closeup.png
Scale bar: 5 um. Window x 60 to 80, y 88 to 108 um. Cells in gray, sequential cells in the stronger gray; small squares are vias.
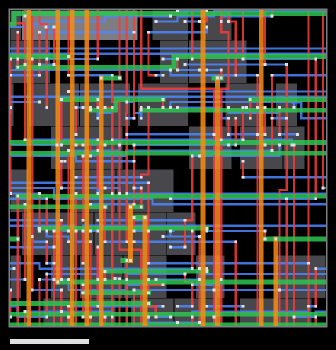
clock_nets.png
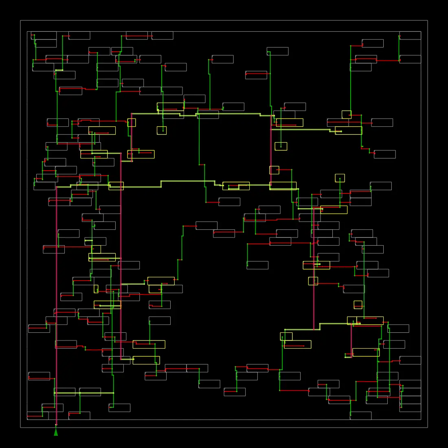
**src/rtl/hilo_acc_unit.sv**
```systemverilog
// HI/LO register pair with direct writes and a two-edge multiply-accumulate
// style add/subtract into the full {HI,LO} value.
module hilo_acc_unit #(
    parameter int DW = 32
) (
    input  logic            clk,
    input  logic            rst,
    input  logic            flush,
    input  logic            op_valid,
    input  logic [2:0]      op,
    input  logic [2*DW-1:0] wdata,
    input  logic            rd_sel,
    input  logic            rd_en,
    output logic [DW-1:0]   rdata,
    output logic            busy,
    output logic [2*DW-1:0] hilo
);

    localparam logic [2:0] OP_WR      = 3'd1;
    localparam logic [2:0] OP_MTHI    = 3'd2;
    localparam logic [2:0] OP_MTLO    = 3'd3;
    localparam logic [2:0] OP_ACC_ADD = 3'd4;
    localparam logic [2:0] OP_ACC_SUB = 3'd5;

    typedef enum logic {IDLE, ACC} state_t;

    state_t          state;
    logic [2*DW-1:0] opnd_p0;
    logic            sub_p0;
    logic            accept;

    // Wraps modulo 2^(2*DW); no overflow indication is kept.
    function automatic logic [2*DW-1:0] acc_result(input logic [2*DW-1:0] cur,
                                                   input logic [2*DW-1:0] opnd,
                                                   input logic            sub);
        acc_result = sub ? (cur - opnd) : (cur + opnd);
    endfunction

    assign accept = op_valid && !busy && !flush;

    always_ff @(posedge clk) begin
        if (rst) begin
            state   <= IDLE;
            busy    <= 1'b0;
            hilo    <= '0;
            opnd_p0 <= '0;
            sub_p0  <= 1'b0;
        end else begin
            case (state)
                IDLE: begin
                    if (accept) begin
                        case (op)
                            OP_WR:   hilo <= wdata;
                            OP_MTHI: hilo[2*DW-1:DW] <= wdata[DW-1:0];
                            OP_MTLO: hilo[DW-1:0] <= wdata[DW-1:0];
                            OP_ACC_ADD, OP_ACC_SUB: begin
                                opnd_p0 <= wdata;
                                sub_p0  <= (op == OP_ACC_SUB);
                                state   <= ACC;
                                busy    <= 1'b1;
                            end
                            default: ;
                        endcase
                    end
                end
                // Stage p0 -> architectural commit; flush drops the pending result.
                ACC: begin
                    if (!flush) begin
                        hilo <= acc_result(hilo, opnd_p0, sub_p0);
                    end
                    state <= IDLE;
                    busy  <= 1'b0;
                end
                default: begin
                    state <= IDLE;
                    busy  <= 1'b0;
                end
            endcase
        end
    end

    always_comb begin
        rdata = '0;
        if (rd_en) begin
            rdata = rd_sel ? hilo[2*DW-1:DW] : hilo[DW-1:0];
        end
    end

endmodule

```
**config.mk**
```make
export PLATFORM = sky130hd
export DESIGN_NAME = hilo_acc_unit
export DESIGN_NICKNAME = d
export VERILOG_FILES = /design/src/rtl/hilo_acc_unit.sv
export SDC_FILE = /design/constraint.sdc
export NUM_CORES = 1
export LEC_CHECK = 0
export ABC_AREA = 0
export CORE_MARGIN = 2
export CORE_UTILIZATION = 60
export CTS_CLUSTER_SIZE = 28
export DETAILED_ROUTE_END_ITERATION = 10
export PLACE_DENSITY = 0.88
export SYNTH_ARGS = -nofsm -noshare
export SYNTH_HDL_FRONTEND = slang
export SYNTH_SLANG_ARGS = --single-unit
```
**constraint.sdc**
```tcl
create_clock -name clk -period 8.4 [get_ports clk]
set_clock_uncertainty 0.1 [all_clocks]
set_input_delay 1.68 -clock clk [delete_from_list [all_inputs] [get_ports clk]]
set_output_delay 1.68 -clock clk [all_outputs]
set_load 0.02 [all_outputs]
```
==> run summary <==
run results: outcome completed, GR Overflow Total 0, GR Util met3 10.8%, Clk Tree Root Cell clkbuf_16, vias in the first global route 11,114, fill cell count 1,435, post-route cell area 13,300 um2, global-route wire length before repair 66,100 um, synth warn 0, CTS tree done, flip-flop and latch count after synthesis 131, crit path time final 6.16 ns, FFs w/ async S/R, synth 0%, Die Width 140 um, clk sinks 131, gr usage total 43.8%, count of final setup violators 0, tally of OpenROAD warnings 26, WP data required 8.63 ns, Most Crowded Layer GR met2, Main synth FF type dfxtp_1, Ports 170, worst-path maximum fanout 7, Slew @ Worst Pin 1.09 ns, Worst Path Arrival 6.38 ns, crit path kind reg2reg, yosys cell count 1,514, Yosys Chip Area 11,100 um2, row count 49, Slew headroom 27.0%, pwr dens 186 nW/um2, worst setup margin 2.24 ns, total negative slack 0 ns, clock slew at reported path FFs 0.07 ns, Slew Viols, Final 0, Post-synth EDFFs 0, placed cell area 12,700 um2, Area Growth Syn to Fin 20.4%, Yosys cell types 71, pin count of the biggest net entering global routing 91, Mapped Cells 1,514, dpl ws 2.54 ns, CORE AREA 18,000 um2, Via density 6.71, final hold violations 0, DRC errors left 0, drt wl/cell 24.0 um, Post-synth seq share 23.7%, met1 Usage GRT 61.0%, cts repair resizes 0, fp util 61.4%, PortBufs 169, Pre-Repair DR Iteration Count 7, Lkg Pwr 4.91 nW, Cell area leaders dfxtp_1, a21oi_1, xnor2_1, ha_1, mux2i_1, Die Area 19,500 um2, Post-DP HPWL 33,500 um, post-route antenna net violation count 0, drt total wl 44,400 um, Mapped Area 11,100 um2, initial antenna violation count 0, hold_buf cts 0, Final #Nets 1,745, Die Y 140 um, GPL Wtd Cong 1.06, H-tree lvl count 4, Setup crit end kind register, Mean Syn Cell Area 7.31 um2, final worst-path cycle share 73.3%, Floorplan Nets 1,652, layout cells sized above 1 4.14%, drt first-iter violations 1,853, postcts setup bufs 0, Highest Clock Rate 0.162 GHz, Synth area leader dfxtp_1, Clock Tree Buf Depth 2
About closeup.png:
legend:
  red:
    layer: M2
  orange:
    layer: M4
  green:
    layer: M3
  blue:
    layer: M1
cells with their middle in the window: 35
sequential cells in the window: 1
netlist names of flops here include: `hilo` (1)
most frequent: a21oi_1 (4)

About clock_nets.png:
Clock group: 0.000764 W
final-layout clock buffer total: 19
Num CTS Buffers: 17
Flops: 131
clk ins delay skew pair: 0.45 ns

==> synth_stat cells, drive strengths merged, types with 29 or more instances <==
cell type	instances
nand2	204
a21oi	196
dfxtp	131
nor2	130
xnor2	98
clkbuf	92
mux2i	78
ha	64
o21ai	57
nor2b	52
nor3	49
inv	40
a211oi	32
nand4	29
==> logic make-up after synthesis <==
| group | count (synthesis) | synth area share [%] |
|---|---|---|
| mux | 79 | 7.16 |
| compound gates | 433 | 24.3 |
| simple gates | 541 | 23.0 |
| flops | 131 | 23.7 |
| fa+ha+maj | 65 | 7.42 |
| buf+inv | 145 | 5.02 |
| xor+xnor | 120 | 9.50 |
==> report_power, final <==
part | internal [W] | switching, W
clock | 0.000426 | 0.000338
combinational | 0.000399 | 0.000640
sequential | 0.000641 | 0.0000387
==> cell usage in the layout, fill, tap and decap left out, drive strengths merged, types with 15 or more instances in the layout <==
master	instances
a21oi	196
a31oi	15
nand4	29
a211oi	32
ha	64
a21o	28
nor2b	52
xor2	22
nor3	49
o21ai	57
a2111oi	17
o21bai	20
dfxtp	131
clkdlybuf4s50	167
inv	47
clkbuf	19
xnor2	98
nor2	130
nand2	204
mux2i	78
==> through the flow <==
stage	util (%)	hold WS [ns]	std cells	power [W]
3_5_place_dp	70.7	0.374	1817	0.00168
2_1_floorplan	-	0.349	1514	0.00139
4_1_cts	73.9	0.383	1849	0.00244
5_1_grt	73.9	0.418	1849	0.00257
3_3_place_gp	70.7	0.358	1817	0.00167
6_report	73.9	0.383	1851	0.00248
==> registers in the layout, indices dropped and copies added (netlist names) <==
signal	count
state	1
sub_p0	1
busy	1
hilo	64
opnd_p0	64
==> area by class of cell <==
cell class	instances	area [um2]	share of cell area (%)
diodes	2	5.00	0.0376
clock buffers	19	443	3.32
clock inverters	13	140	1.05
inverters	40	150	1.13
multi-input cells	1238	7910	59.4
flip-flops and latches	131	2630	19.7
well taps	229	287	2.15
repair buffers	179	1760	13.2
==> final timing paths <==
| path | from | to | slack [ns] | depth (start not counted) |
|---|---|---|---|---|
| worst max-delay path | opnd_p0[6] | hilo[61] | 2.24 | 20 |
| worst min-delay path | opnd_p0[63] | opnd_p0[63] | 0.38 | 2 |
| worst max register to register | opnd_p0[6] | hilo[61] | 2.24 | 20 |
| worst min register to register | opnd_p0[63] | opnd_p0[63] | 0.38 | 2 |
==> routing by layer <==
layer  share of wire [%]  wire length (um)
met1                  40             17900
met2                  41             18400
met3                  12              5530
met4                 5.9              2610
met5                   0                 0
==> critical path, stage by stage (launching register included) <==
cell       delay [ns]
dfxtp_1          0.37
or4_1            0.61
nor3_1           0.21
and2_1           0.32
and3b_1          0.37
nand2_1          0.16
nor2_1           0.27
a21oi_1          0.20
nor2_1           0.21
xor2_1           0.22
ha_1             0.35
a21oi_1          0.25
a21boi_0         0.11
o21ai_0          0.15
a22oi_1          0.11
a221o_1          0.33
a2111oi_0        0.68
o31ai_1          0.28
a31oi_1          0.25
xor2_1           0.09
a2111oi_1        0.38
No activity file was given, so power comes from the tool's default toggle rates.
